$ cat config.mk
export PLATFORM = sky130hd
export DESIGN_NAME = ifetch_queue_flat
export DESIGN_NICKNAME = d
export VERILOG_FILES = /design/src/rtl/bexkat2_pkg.sv /design/src/rtl/ifetch_queue_if.sv /design/src/rtl/fetch_fifo.sv /design/src/rtl/ifetch_queue.sv /design/src/flat_wrapper.sv
export SDC_FILE = /design/constraint.sdc
export NUM_CORES = 1
export LEC_CHECK = 0
export CORE_MARGIN = 5
export CORE_UTILIZATION = 57
export DETAILED_ROUTE_END_ITERATION = 10
export GPL_ROUTABILITY_DRIVEN = 0
export PLACE_DENSITY = 0.82
export SLEW_MARGIN = 5
export SYNTH_ARGS = -nofsm -noshare
export SYNTH_HDL_FRONTEND = slang
export SYNTH_SLANG_ARGS = --single-unit
$ cat constraint.sdc
create_clock -name clk_i -period 5.95 [get_ports clk_i]
set_input_delay 1.19 -clock clk_i [delete_from_list [all_inputs] [get_ports clk_i]]
set_output_delay 1.19 -clock clk_i [all_outputs]
set_load 0.02 [all_outputs]
$ cat src/rtl/bexkat2_pkg.sv
// Shared types and widths for the bexkat2 fetch path.
package bexkat2_pkg;

  localparam int INSN_W = 32;
  localparam int IR_W   = 64;

  typedef enum logic [1:0] {
    ST_IDLE  = 2'd0,
    ST_WORD0 = 2'd1,
    ST_WORD1 = 2'd2,
    ST_DRAIN = 2'd3
  } fetch_state_t;

  // Queue entry at the default 32-bit address width.
  typedef struct packed {
    logic [31:0]     pc;
    logic [IR_W-1:0] ir;
  } fetch_entry_t;

endpackage

$ cat src/rtl/ifetch_queue_if.sv
// Single-beat Wishbone-style read bus between the fetch unit and instruction memory.
interface ifetch_queue_if import bexkat2_pkg::*; #(
  parameter int AWIDTH = 32
);
  logic              bus_cyc_o;
  logic              bus_stb_o;
  logic [AWIDTH-1:0] bus_adr_o;
  logic              bus_ack_i;
  logic [INSN_W-1:0] bus_dat_i;

  modport master (output bus_cyc_o, bus_stb_o, bus_adr_o, input bus_ack_i, bus_dat_i);
  modport slave  (input bus_cyc_o, bus_stb_o, bus_adr_o, output bus_ack_i, bus_dat_i);
endinterface

$ cat src/rtl/fetch_fifo.sv
// Synchronous circular FIFO; flush beats push/pop, read data reads 0 while empty.
module fetch_fifo #(
  parameter int DEPTH = 4,
  parameter int WIDTH = 8
) (
  input  logic                     clk_i,
  input  logic                     rst_i,
  input  logic                     flush_i,
  input  logic                     push_i,
  input  logic                     pop_i,
  input  logic [WIDTH-1:0]         wdata_i,
  output logic [WIDTH-1:0]         rdata_o,
  output logic [$clog2(DEPTH):0]   count_o,
  output logic                     empty_o,
  output logic                     full_o
);
  localparam int PW = $clog2(DEPTH);
  localparam int CW = PW + 1;

  logic [WIDTH-1:0] mem_q [DEPTH];
  logic [PW-1:0]    wptr_q, rptr_q;
  logic [CW-1:0]    count_q;
  logic             do_push, do_pop;

  assign empty_o = (count_q == '0);
  assign full_o  = (count_q == CW'(DEPTH));
  assign count_o = count_q;
  assign do_pop  = pop_i && !empty_o;
  assign do_push = push_i && (!full_o || do_pop);
  assign rdata_o = empty_o ? '0 : mem_q[rptr_q];

  always_ff @(posedge clk_i) begin
    if (rst_i || flush_i) begin
      wptr_q  <= '0;
      rptr_q  <= '0;
      count_q <= '0;
    end else begin
      if (do_push) wptr_q <= wptr_q + 1'b1;
      if (do_pop)  rptr_q <= rptr_q + 1'b1;
      count_q <= count_q + CW'(do_push) - CW'(do_pop);
    end
  end

  always_ff @(posedge clk_i) begin
    if (do_push && !flush_i && !rst_i) mem_q[wptr_q] <= wdata_i;
  end

endmodule

$ cat src/rtl/ifetch_queue.sv
// Instruction fetch unit: reads one- or two-word instructions over the bus and
// queues them with their PCs for decode; pc_set redirects and flushes.
module ifetch_queue import bexkat2_pkg::*; #(
  parameter int                DEPTH    = 4,
  parameter int                AWIDTH   = 32,
  parameter logic [AWIDTH-1:0] RESET_PC = '0,
  parameter int                LONG_BIT = 28
) (
  input  logic              clk_i,
  input  logic              rst_i,
  input  logic              pc_set,
  input  logic [AWIDTH-1:0] pc_in,
  input  logic              stall_i,
  output logic [IR_W-1:0]   ir,
  output logic [AWIDTH-1:0] pc,
  output logic              stall_o,
  ifetch_queue_if.master    bus
);
  localparam int CW = $clog2(DEPTH) + 1;

  typedef struct packed {
    logic [AWIDTH-1:0] pc;
    logic [IR_W-1:0]   ir;
  } entry_t;

  fetch_state_t      state_q, state_d;
  logic [AWIDTH-1:0] fpc_q, fpc_d;
  logic [AWIDTH-1:0] adr_q, adr_d;
  logic [INSN_W-1:0] word0_q, word0_d;

  entry_t            push_ent, head_ent;
  logic              push, pop_req, cont;
  logic              fifo_empty, fifo_full;
  logic [CW-1:0]     fifo_count;

  assign pop_req = !fifo_empty && !stall_i;
  // After this push, will there still be room for another fetch?
  assign cont    = (fifo_count - CW'(pop_req)) < CW'(DEPTH - 1);

  always_comb begin
    state_d     = state_q;
    fpc_d       = fpc_q;
    adr_d       = adr_q;
    word0_d     = word0_q;
    push        = 1'b0;
    push_ent.pc = fpc_q;
    push_ent.ir = '0;
    unique case (state_q)
      ST_IDLE: begin
        if (!fifo_full) begin
          state_d = ST_WORD0;
          adr_d   = fpc_q;
        end
      end
      ST_WORD0: begin
        if (bus.bus_ack_i) begin
          if (bus.bus_dat_i[LONG_BIT]) begin
            word0_d = bus.bus_dat_i;
            adr_d   = fpc_q + AWIDTH'(4);
            state_d = ST_WORD1;
          end else begin
            push        = 1'b1;
            push_ent.ir = {bus.bus_dat_i, 32'h0};
            fpc_d       = fpc_q + AWIDTH'(4);
            adr_d       = fpc_q + AWIDTH'(4);
            state_d     = cont ? ST_WORD0 : ST_IDLE;
          end
        end
      end
      ST_WORD1: begin
        if (bus.bus_ack_i) begin
          push        = 1'b1;
          push_ent.ir = {word0_q, bus.bus_dat_i};
          fpc_d       = fpc_q + AWIDTH'(8);
          adr_d       = fpc_q + AWIDTH'(8);
          state_d     = cont ? ST_WORD0 : ST_IDLE;
        end
      end
      ST_DRAIN: begin
        if (bus.bus_ack_i) state_d = ST_IDLE;
      end
      default: state_d = ST_IDLE;
    endcase

    // Redirect: an unacked cycle must still be drained so its ack isn't taken as new data.
    if (pc_set) begin
      push  = 1'b0;
      fpc_d = pc_in & ~AWIDTH'(3);
      adr_d = adr_q;
      if (state_q != ST_IDLE && !bus.bus_ack_i) state_d = ST_DRAIN;
      else                                      state_d = ST_IDLE;
    end
  end

  always_ff @(posedge clk_i) begin
    if (rst_i) begin
      state_q <= ST_IDLE;
      fpc_q   <= RESET_PC;
      adr_q   <= RESET_PC;
      word0_q <= '0;
    end else begin
      state_q <= state_d;
      fpc_q   <= fpc_d;
      adr_q   <= adr_d;
      word0_q <= word0_d;
    end
  end

  fetch_fifo #(
    .DEPTH (DEPTH),
    .WIDTH ($bits(entry_t))
  ) u_fifo (
    .clk_i   (clk_i),
    .rst_i   (rst_i),
    .flush_i (pc_set),
    .push_i  (push),
    .pop_i   (pop_req && !pc_set),
    .wdata_i (push_ent),
    .rdata_o (head_ent),
    .count_o (fifo_count),
    .empty_o (fifo_empty),
    .full_o  (fifo_full)
  );

  assign bus.bus_cyc_o = (state_q != ST_IDLE);
  assign bus.bus_stb_o = (state_q != ST_IDLE);
  assign bus.bus_adr_o = adr_q;
  assign ir            = head_ent.ir;
  assign pc            = head_ent.pc;
  assign stall_o       = fifo_empty;

endmodule

$ cat src/flat_wrapper.sv
// flat-port wrapper written by rule: the top's interface ports become plain ports
module ifetch_queue_flat import bexkat2_pkg::*;
#(
  parameter int                DEPTH    = 4,
  parameter int                AWIDTH   = 32,
  parameter logic [AWIDTH-1:0] RESET_PC = '0,
  parameter int                LONG_BIT = 28
)
  (clk_i, rst_i, pc_set, pc_in, stall_i, ir, pc, stall_o, bus_bus_cyc_o, bus_bus_stb_o, bus_bus_adr_o, bus_bus_ack_i, bus_bus_dat_i);
  ifetch_queue_if #(.AWIDTH(AWIDTH)) bus_i ();
  input  logic clk_i;
  input  logic rst_i;
  input  logic pc_set;
  input  logic [AWIDTH-1:0] pc_in;
  input  logic stall_i;
  output logic [IR_W-1:0] ir;
  output logic [AWIDTH-1:0] pc;
  output logic stall_o;
  output wire logic [$bits(bus_i.bus_cyc_o)-1:0] bus_bus_cyc_o;
  output wire logic [$bits(bus_i.bus_stb_o)-1:0] bus_bus_stb_o;
  output wire logic [$bits(bus_i.bus_adr_o)-1:0] bus_bus_adr_o;
  input wire logic [$bits(bus_i.bus_ack_i)-1:0] bus_bus_ack_i;
  input wire logic [$bits(bus_i.bus_dat_i)-1:0] bus_bus_dat_i;
  assign bus_bus_cyc_o = bus_i.bus_cyc_o;
  assign bus_bus_stb_o = bus_i.bus_stb_o;
  assign bus_bus_adr_o = bus_i.bus_adr_o;
  assign bus_i.bus_ack_i = bus_bus_ack_i;
  assign bus_i.bus_dat_i = bus_bus_dat_i;
  ifetch_queue #(.DEPTH(DEPTH), .AWIDTH(AWIDTH), .RESET_PC(RESET_PC), .LONG_BIT(LONG_BIT)) u_core (.clk_i(clk_i), .rst_i(rst_i), .pc_set(pc_set), .pc_in(pc_in), .stall_i(stall_i), .ir(ir), .pc(pc), .stall_o(stall_o), .bus(bus_i));
endmodule
==> qor.rpt <==
==================================================================================
Most instantiated cells after synthesis ............................. sky130_fd_sc_hd__edfxtp_1 (376), sky130_fd_sc_hd__nand2_1 (121), sky130_fd_sc_hd__dfxtp_1 (103)
Static Leak .........................................................      7.46 nW
Flop share of the area ..............................................        54.8%
Most instantiated flip-flop cell in the synthesis netlist ........... sky130_fd_sc_hd__edfxtp_1
Vias after detailed routing .........................................        12924
Syn-to-layout area delta ............................................        18.8%
Element type at the critical path start .............................    flip-flop
Post-route insts no fill ............................................         2099
Cell at the root of the clock tree .................................. sky130_fd_sc_hd__clkbuf_16
Number of I/O pins ..................................................          200
Max layer used ......................................................         met5
Yosys warns .........................................................            0
Maximum number of pins on one net before global-route repair ........           69
Period Utilization, post-route ......................................        72.5%
Wire length on met2 .................................................      24.3 mm
Share of the core filled with cells in the final layout .............        68.5%
Unrepaired setup endpoints after global routing .....................        false
Synth unique cells ..................................................           73
Adder share .........................................................       0.891%
Biggest area consumer among synthesized cells ....................... sky130_fd_sc_hd__edfxtp_1
Yosys stat chip area ................................................    20500 um2
Area share of xor/xnor cells in the synthesized design ..............        1.75%
Number of cells upsized or downsized after cts ......................            0
Placement Rows ......................................................           69
Critical register-to-register path endpoint ......................... u_core.fpc_q[28]
R2R Setup Slk .......................................................      2.85 ns
ANT cells ...........................................................            0
Cell with the most instances after synthesis ........................ sky130_fd_sc_hd__edfxtp_1
Biggest registers after layout ...................................... u_core.u_fifo.mem_q x376, u_core.word0_q x32
Setup Fix Bufs, Post-CTS ............................................            0
Sum of routed wire segments on met1 .................................      18.5 mm
Non-clock inverter total of the final layout ........................           18
Hold path depth .....................................................            2
Number of setup violations in the final report ......................            0
Post-synth EDFFs ....................................................          376
Clock buffers created by TritonCTS ..................................           47
Largest delay share family, worst path .............................. buffers and inverters
WL met3 .............................................................      4.88 mm
Met2 demand-to-capacity share in global routing .....................        40.9%
Remaining number of nets flagged by the antenna check after routing .            0
Number of max-slew violations in the final report ...................            0
Headroom to the max-slew limit ......................................        37.3%
Final Hold Violating Endpoints ......................................            0
Wirelength per Cell .................................................      23.2 um
Pre-placement core utilization ......................................        57.6%
Path length in cells of the critical path ...........................            4
Post-synthesis sequential area ratio ................................        65.1%
Worst setup path class .............................................. flip-flop to output port
Filler Cell Count ...................................................         2407
Number of H-tree levels .............................................            2
Switching power .....................................................      1.47 mW
Iteration count of the initial detailed-routing pass ................            6
Top-area cell type share of the netlist area ........................        55.1%
Beginning of the worst register-to-register path .................... u_core.fpc_q[2]
Seq_cells ...........................................................          479
Worst-path maximum fanout ...........................................           59
Worst hold path class ............................................... flip-flop to flip-flop
Seq. pwr ............................................................      3.68 mW
Worst path required time ............................................      4.76 ns
Hold path endpoint .................................................. u_core.word0_q[2]
Area occupied by registers ..........................................    13400 um2
Final routed wirelength across all metal layers .....................      48.8 mm
Run status .......................................................... finished, final reports clean
Net count, final ....................................................         1682
Total placed instance area ..........................................    22800 um2
Tool warnings .......................................................           34
Setup TNS ...........................................................         0 ns
Largest class ....................................................... sequential cells
Number of flip-flops under the largest register name ................          376
Min cycle time layout ...............................................      4.31 ns
Pwr top .............................................................    registers
Aggregate global-route resource usage ...............................        24.4%
Worst Setup EP ......................................................       ir[44]
Number of hold-repair buffers added at the cts stage ................            0
Number of clock buffers in the layout ...............................           72
Most utilized layer in the global route result ......................         met2
AND/OR/NAND/NOR Cells, Area Fraction ................................        11.9%
Number of port buffers ..............................................          193
Dominant logic cell type in the layout .............................. sky130_fd_sc_hd__edfxtp_1
Vias in the first global route ......................................        13057
Arrival time of data at the critical path endpoint ..................      3.12 ns
Wire length of the first global-routing pass ........................      74.8 mm
Sequential fraction of design power .................................        52.6%
==================================================================================
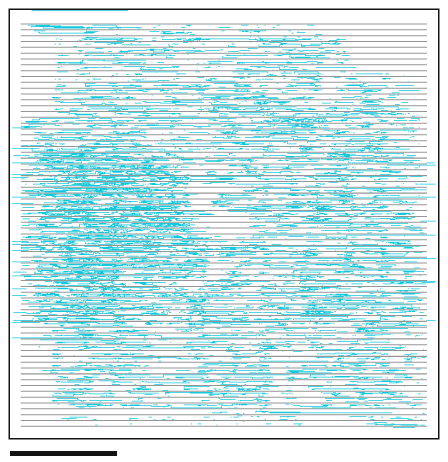
Fig. 1. The metal 1 layer.
Bar = 50 um. Supply wires on this layer in grey.
main direction	horizontal
share of all routed wire	38%
nets with wire on the layer	1553

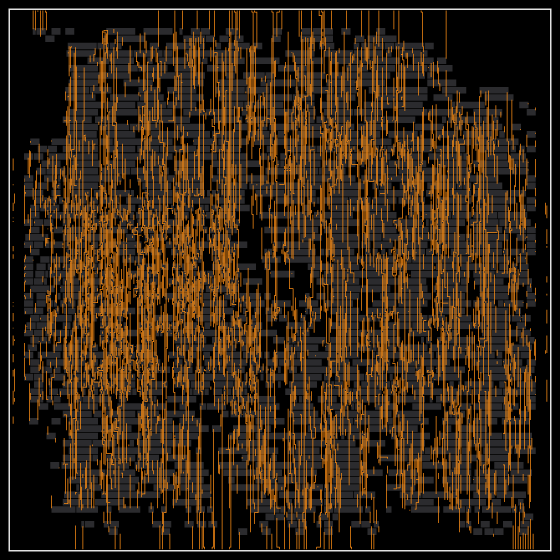
Fig. 2. Metal 2.
Cells faint in the background.
main direction	vertical
longest straight run	72.8 um
nets with wire on the layer	1475

Power figures rest on the tool's default switching activity, not on a simulated workload.
